### src/rtl/mips_mc_ctrl.sv
// Multicycle control unit for the MIPS datapath: decodes op/funct held in IR and
// sequences FETCH..WB so a single ALU and a single memory port are shared.
//
//  state  | meaning
//  FETCH  | load IR, PC <= PC+4
//  DECODE | IR valid; jumps finish here, illegal ops are dropped
//  EXE    | ALU operation; beq resolves the branch here
//  MEMRD  | dm read request held until dm_ack or timeout
//  MEMWR  | dm write request held until dm_ack or timeout
//  WB     | register file write-back
module mips_mc_ctrl #(
    parameter int CNT_W  = 32,
    parameter int MEM_TO = 15
) (
    input  logic             clk,
    input  logic             rst,
    input  logic [5:0]       op,
    input  logic [5:0]       funct,
    input  logic             zero,
    input  logic             dm_ack,
    output logic             pc_we,
    output logic [1:0]       npc_sel,
    output logic             ir_we,
    output logic             gpr_we,
    output logic [1:0]       reg_dst,
    output logic [1:0]       wd_sel,
    output logic             alu_src,
    output logic [1:0]       ext_op,
    output logic [2:0]       alu_op,
    output logic             dm_req,
    output logic             dm_we,
    output logic             illegal,
    output logic             mem_err,
    output logic [2:0]       state,
    output logic [CNT_W-1:0] instr_cnt
);

    typedef enum logic [2:0] {
        S_FETCH  = 3'd0,
        S_DECODE = 3'd1,
        S_EXE    = 3'd2,
        S_MEMRD  = 3'd3,
        S_MEMWR  = 3'd4,
        S_WB     = 3'd5
    } state_t;

    localparam int WAIT_W = (MEM_TO > 1) ? $clog2(MEM_TO + 1) : 1;

    state_t            st;
    state_t            st_nxt;
    logic [WAIT_W-1:0] wait_cnt;
    logic              mem_wait;
    logic              timeout;
    logic              retire;
    logic              set_ill;
    logic              set_merr;

    logic is_r, is_addu, is_subu, is_jr, is_ori, is_lui;
    logic is_lw, is_sw, is_beq, is_j, is_jal, legal;
    logic [2:0] alu_op_d;
    logic       alu_src_d;
    logic [1:0] ext_op_d;

    assign is_r    = (op == 6'b000000);
    assign is_addu = is_r && (funct == 6'b100001);
    assign is_subu = is_r && (funct == 6'b100011);
    assign is_jr   = is_r && (funct == 6'b001000);
    assign is_ori  = (op == 6'b001101);
    assign is_lui  = (op == 6'b001111);
    assign is_lw   = (op == 6'b100011);
    assign is_sw   = (op == 6'b101011);
    assign is_beq  = (op == 6'b000100);
    assign is_j    = (op == 6'b000010);
    assign is_jal  = (op == 6'b000011);
    assign legal   = is_addu | is_subu | is_jr | is_ori | is_lui |
                     is_lw | is_sw | is_beq | is_j | is_jal;

    assign timeout = (MEM_TO != 0) && (wait_cnt == WAIT_W'(MEM_TO - 1));
    assign state   = st;

    always_comb begin
        alu_op_d  = 3'd0;
        alu_src_d = 1'b0;
        ext_op_d  = 2'd0;
        if (is_subu) begin
            alu_op_d = 3'd1;
        end else if (is_ori) begin
            alu_op_d  = 3'd2;
            alu_src_d = 1'b1;
        end else if (is_lui) begin
            alu_op_d  = 3'd3;
            alu_src_d = 1'b1;
            ext_op_d  = 2'd2;
        end else if (is_lw || is_sw) begin
            alu_src_d = 1'b1;
            ext_op_d  = 2'd1;
        end else if (is_beq) begin
            alu_op_d = 3'd1;
            ext_op_d = 2'd1;
        end
    end

    always_ff @(posedge clk or negedge rst) begin
        if (!rst) begin
            st <= S_FETCH;
        end else begin
            st <= st_nxt;
        end
    end

    always_ff @(posedge clk or negedge rst) begin
        if (!rst) begin
            instr_cnt <= '0;
            illegal   <= 1'b0;
            mem_err   <= 1'b0;
            wait_cnt  <= '0;
        end else begin
            if (retire) instr_cnt <= instr_cnt + CNT_W'(1);
            if (set_ill) illegal <= 1'b1;
            if (set_merr) mem_err <= 1'b1;
            wait_cnt <= mem_wait ? wait_cnt + WAIT_W'(1) : '0;
        end
    end

    // Everything is forced low while rst is asserted so an aborted instruction
    // cannot leave a write enable or memory request active.
    always_comb begin
        st_nxt   = st;
        pc_we    = 1'b0;
        npc_sel  = 2'd0;
        ir_we    = 1'b0;
        gpr_we   = 1'b0;
        reg_dst  = 2'd0;
        wd_sel   = 2'd0;
        alu_src  = 1'b0;
        ext_op   = 2'd0;
        alu_op   = 3'd0;
        dm_req   = 1'b0;
        dm_we    = 1'b0;
        retire   = 1'b0;
        set_ill  = 1'b0;
        set_merr = 1'b0;
        mem_wait = 1'b0;
        if (rst) begin
            case (st)
                S_FETCH: begin
                    ir_we  = 1'b1;
                    pc_we  = 1'b1;
                    st_nxt = S_DECODE;
                end
                S_DECODE: begin
                    if (!legal) begin
                        set_ill = 1'b1;
                        st_nxt  = S_FETCH;
                    end else if (is_j || is_jal) begin
                        pc_we   = 1'b1;
                        npc_sel = 2'd2;
                        if (is_jal) begin
                            gpr_we  = 1'b1;
                            reg_dst = 2'd2;
                            wd_sel  = 2'd2;
                        end
                        retire = 1'b1;
                        st_nxt = S_FETCH;
                    end else if (is_jr) begin
                        pc_we   = 1'b1;
                        npc_sel = 2'd3;
                        retire  = 1'b1;
                        st_nxt  = S_FETCH;
                    end else begin
                        st_nxt = S_EXE;
                    end
                end
                S_EXE: begin
                    alu_op  = alu_op_d;
                    alu_src = alu_src_d;
                    ext_op  = ext_op_d;
                    if (is_beq) begin
                        npc_sel = 2'd1;
                        pc_we   = zero;
                        retire  = 1'b1;
                        st_nxt  = S_FETCH;
                    end else if (is_lw) begin
                        st_nxt = S_MEMRD;
                    end else if (is_sw) begin
                        st_nxt = S_MEMWR;
                    end else begin
                        st_nxt = S_WB;
                    end
                end
                S_MEMRD, S_MEMWR: begin
                    // Address operands stay selected for the whole request.
                    alu_op  = alu_op_d;
                    alu_src = alu_src_d;
                    ext_op  = ext_op_d;
                    dm_req  = 1'b1;
                    dm_we   = (st == S_MEMWR);
                    if (dm_ack) begin
                        if (st == S_MEMRD) begin
                            st_nxt = S_WB;
                        end else begin
                            retire = 1'b1;
                            st_nxt = S_FETCH;
                        end
                    end else if (timeout) begin
                        set_merr = 1'b1;
                        st_nxt   = S_FETCH;
                    end else begin
                        mem_wait = 1'b1;
                    end
                end
                S_WB: begin
                    alu_op  = alu_op_d;
                    alu_src = alu_src_d;
                    ext_op  = ext_op_d;
                    gpr_we  = 1'b1;
                    reg_dst = is_r ? 2'd1 : 2'd0;
                    wd_sel  = is_lw ? 2'd1 : 2'd0;
                    retire  = 1'b1;
                    st_nxt  = S_FETCH;
                end
                default: st_nxt = S_FETCH;
            endcase
        end
    end

endmodule

### config.mk
export PLATFORM = sky130hd
export DESIGN_NAME = mips_mc_ctrl
export DESIGN_NICKNAME = d
export VERILOG_FILES = /design/src/rtl/mips_mc_ctrl.sv
export SDC_FILE = /design/constraint.sdc
export NUM_CORES = 1
export LEC_CHECK = 0
export CAP_MARGIN = 0
export CORE_MARGIN = 4
export CORE_UTILIZATION = 30
export CTS_CLUSTER_DIAMETER = 200
export CTS_CLUSTER_SIZE = 16
export DETAILED_ROUTE_END_ITERATION = 10
export PLACE_DENSITY = 0.54
export SLEW_MARGIN = 10
export SYNTH_ARGS = -nofsm -noshare
export SYNTH_HDL_FRONTEND = slang
export SYNTH_SLANG_ARGS = --single-unit
### constraint.sdc
create_clock -name clk -period 2.4 [get_ports clk]
set_input_delay 0.24 -clock clk [delete_from_list [all_inputs] [get_ports clk]]
set_output_delay 0.24 -clock clk [all_outputs]
set_load 0.03 [all_outputs]
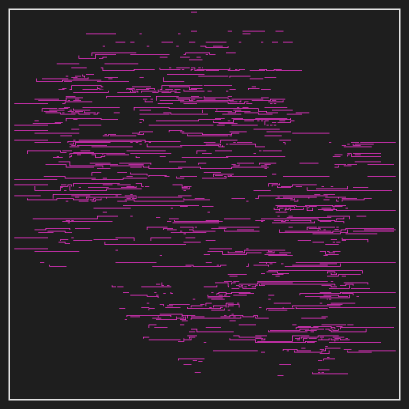
(signal wires on met1)
Drawn at 4 px/micron.
- wire length on this layer: 3250 microns
- main direction: horizontal
- longest straight run: 24.8 microns
- share of all routed wire: 47%

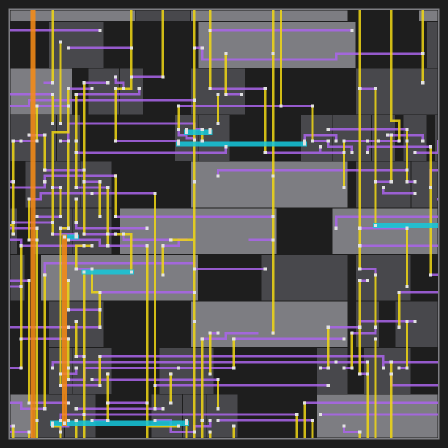
(a small window of the routed layout)
Region (12, 60) to (37, 85) microns. Cells in grey, sequential cells in the stronger grey; small squares are vias.
- M1: purple
- M4: orange
- M2: yellow
- M3: cyan
- sequential cells in the window: 7
- most frequent: xor2_1 (7), dfrtp_1 (7), nor3_1 (5)
- cells with their middle in the window: 41
- netlist names of flops here include: instr_cnt (7)

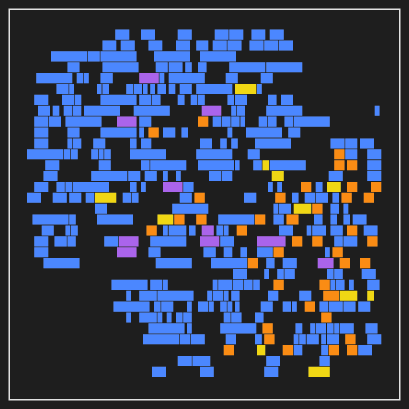
(drive-strength map)
Drawn at 4 px/micron.
- x3 and x4: orange (cells 40)
- x2: yellow (cells 11)
- x6 and larger: purple (cells 10)
- x1 and smaller: blue (cells 292)
Non-Clock Buffer Count: 100
final worst setup slack: -7.15 ps
Area Overhead vs Synth: 45.7%
Design Area, Final: 3480 sq um

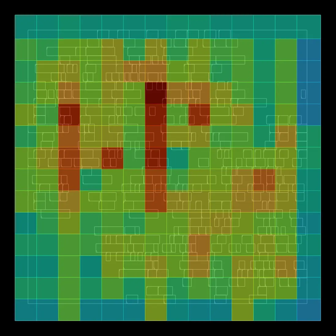
(congestion heat map)
Total GRT Usage: 14.8%
met2 Use GR: 24.3%
busiest layer in global routing: met2
final core occ: 45.1%
met3 Usage GRT: 3.37%

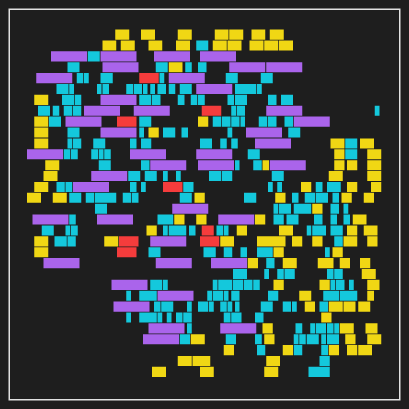
(placement by cell class)
Drawn at 4 px/micron.
- remaining logic cells: cyan (cells 204)
- registers: purple (cells 41)
- remaining buffers and delay cells: yellow (cells 100)
- clock drivers and dummy loads: red (cells 8)

==> out/results.txt <==
Most frequent logic cell in the layout: clkdlybuf4s50_1
Port bufs: 68
Met3 routed WL: 327 microns
YS warnings: 0
Most frequent cells in the layout: 51 x clkdlybuf4s50_1, 41 x dfrtp_1, 38 x buf_4
Wire length on met2: 3330 microns
Most common cell on crit path: buf_4
Syn nets: 277
DRT antenna net count: 0
Crit start category: input pin
Min Tclk post-route: 2410 ps
Critical Path Fanout Max: 3
Reg2reg end: instr_cnt[1]$_DFFE_PN0P_
Pin count of the biggest net entering global routing: 34
Met1 usage: 19.6%
P_leak: 1.61 nW
Ys cells: 258
CP arrival: 2170 ps
Switch share: 30.7%
GPL Wtd Cong: 0.794
Status: finished with violations
Logic family by area: simple AND/OR/NAND/NOR gates
Wl on met1: 3250 microns
Share of total power in sequential cells: 45.6%
CTS Buf Count: 5
Via count: 2315
Top delay family on crit path: buffers and inverters
Slowest CP cell: or4_4
Share of cells above drive strength 1: 17.3%
Post-synth EDFFs: 0
Period utilization: 100%
Design internal power: 0.00113 W
DRC Markers: 0
Area fraction in xor and xnor cells: 12.1%
Non-Filler Instances: 455
Max incr delay on CP: 520 ps
Max-slew violation count: 0
Comb. cell area: 1300 sq um
WP buf/inv: 4
Mux contribution to synthesized area: 0.890%
Flops: 41
Setup-failing EPs final: 1
CTS tree: yes
Die width: 97.3 microns
Die footprint: 9460 sq um
RSZ-0062 raised after global routing: yes
Pwr per Cell Area: 468 nW/um^2
Worst Reg2Reg Path Length in Cells: 6
Vias per std cell: 5.09
Comb power frac: 21.8%
Total Wirelength: 6980 microns
Area after DPL: 3360 sq um
Root Buffer: clkbuf_8
Worst vdd ir: 0.263 mV
Mapped Area: 2390 sq um
Global-route wire length before repair: 11700 microns
Power, Total: 0.00163 W
Cells after DPL: 446
Clock buffers: 7
Wirelength per Cell: 15.3 microns
Nonclk inv count: 5
Starting DRC count in detailed routing: 108
Clk_lat worst skew: 300 ps
Core Rows: 32
Diode count: 0
Maxcap violations: 0
Signal buf overhead: 25.9%
Yosys stat area: 2390 sq um
Fmax: 415 MHz
Initial DRT Pass Iterations: 4
Clock network fraction of design power: 32.5%
Most common reg cell: dfrtp_1
Hold Worst Slack: 169 ps
Synth Instances: 258
Layout Skew: 11.1 ps
Clock transition at the registers of the reported paths: 90 ps
Crit. End Element: primary output
Register area: 1030 sq um
WP data required: 2160 ps
Top layer reached by signal wires: met4
OpenROAD warnings: 28
Vias in the first global route: 2289
Pre-CTS setup slack: -257 ps
Worst r2r src: state[0]$_DFFE_PN0P_
Final hold viol count: 0
Failing checks: setup timing
MI comb cells: 199
H-tree Lvls: 2
Layout Nets: 371
Post-CTS sizing: 8
Top cell area share: 42.9%
Remaining global-route overflow: 0
Core outline area: 7730 sq um
Ys flops: 41
Maximum clock insertion buffer count: 2
Post-DP HPWL: 4930 microns
Filler Cells Inserted: 775
Pre-Place Util: 30.9%
Leading cell kind: logic gates
Final worst setup slack: -7.15 ps
Unique cell type count in the Yosys netlist: 47
Count of hold buffers inserted by post-cts repair: 1
Cell Chain, Critical Path: clkdlybuf4s50_1 > or4_4 > buf_6 > buf_4 > or2_4 > o22a_1 > nor2_1 > buf_4
Largest area contributor in the netlist: dfrtp_1
Fin Setup TNS: -7.15 ps
Flop share of the area: 29.4%
Ao+oa area frac: 7.06%
Worst hold path class: in2async
CP Class: in2out
Synthesized area per cell: 9.27 sq um
Num ports: 70
Top cells, area: dfrtp_1 43%, xor2_1 11%, nand3_1 4.2%, nor4_1 3.9%, nor3_1 3.8%
Simple Share, Synth: 31.7%
Synth Seq Share: 42.9%
DIE HEIGHT: 97.3 microns
Reg-to-reg slack, setup: 330 ps
Initial antenna violation count: 0
Clock buf/inv share: 3.02%
Post-synth ARST share: 100%
Tap cells: 102
Clock Sinks: 41
Post CTS Setup Buffer Count: 0
Net Sw Power: 0.000500 W
Comb/total area: 37.4%
Adder-cell share of the synthesized area: 1.57%
[logic make-up (layout without fill, tap and decap cells)]
kind of cell / Yosys count / in the layout
adder cells (fa/ha/maj): 3 / 3
AND-OR/OR-AND: 23 / 23
buffers and inverters: 18 / 113
XOR/XNOR: 33 / 33
AND/OR/NAND/NOR: 137 / 137
flip-flops: 41 / 41
multiplexers: 2 / 2
other: 1 / 1
[worst max-delay path by stage]
stage / slack, ps / end / from / depth (start not counted)
2_1_floorplan: 140 / ext_op[0] / state[2]$_DFFE_PN0P_ / 5
3_3_place_gp: -210 / ext_op[0] / op[3] / 7
3_5_place_dp: -260 / ext_op[0] / op[3] / 7
4_1_cts: 0.6 / dm_req / state[0]$_DFFE_PN0P_ / 4
5_1_grt: -60 / pc_we / op[3] / 8
6_report: -7 / pc_we / op[3] / 8
[power by group through the flow]
stage | combinational, W | clock [W] | sequential [W]
floorplan | 0.000154 | 0 | 0.000783
global placement | 0.000355 | 0 | 0.000759
detailed placement | 0.000355 | 0 | 0.000759
CTS | 0.000358 | 0.000548 | 0.000745
global route | 0.000387 | 0.000573 | 0.000751
finish | 0.000356 | 0.000531 | 0.000744
[state kept, by name (all words and copies together), names as in the netlist]
| signal | flops |
|---|---|
| illegal | 1 |
| instr_cnt | 32 |
| mem_err | 1 |
| state | 3 |
| wait_cnt | 4 |
[synthesized netlist by cell type (all sizes together) (2+ instances only)]
cell type,instances
nor3b,5
a21boi,2
buf,5
dfrtp,41
clkbuf,8
nor3,18
nand3,20
nor2b,4
nand3b,3
nand4,10
a21o,3
xnor2,3
inv,5
a21oi,3
o21ai,4
or2,2
nor4b,5
ha,3
nor4,15
xor2,30
nand2b,4
and4,3
nand2,22
nor2,20
[worst min-delay path, delay by kind of cell]
kind | cells | cell delay, ps
buffers and inverters | 3 | 650
Power is estimated from default activity; no workload was simulated.
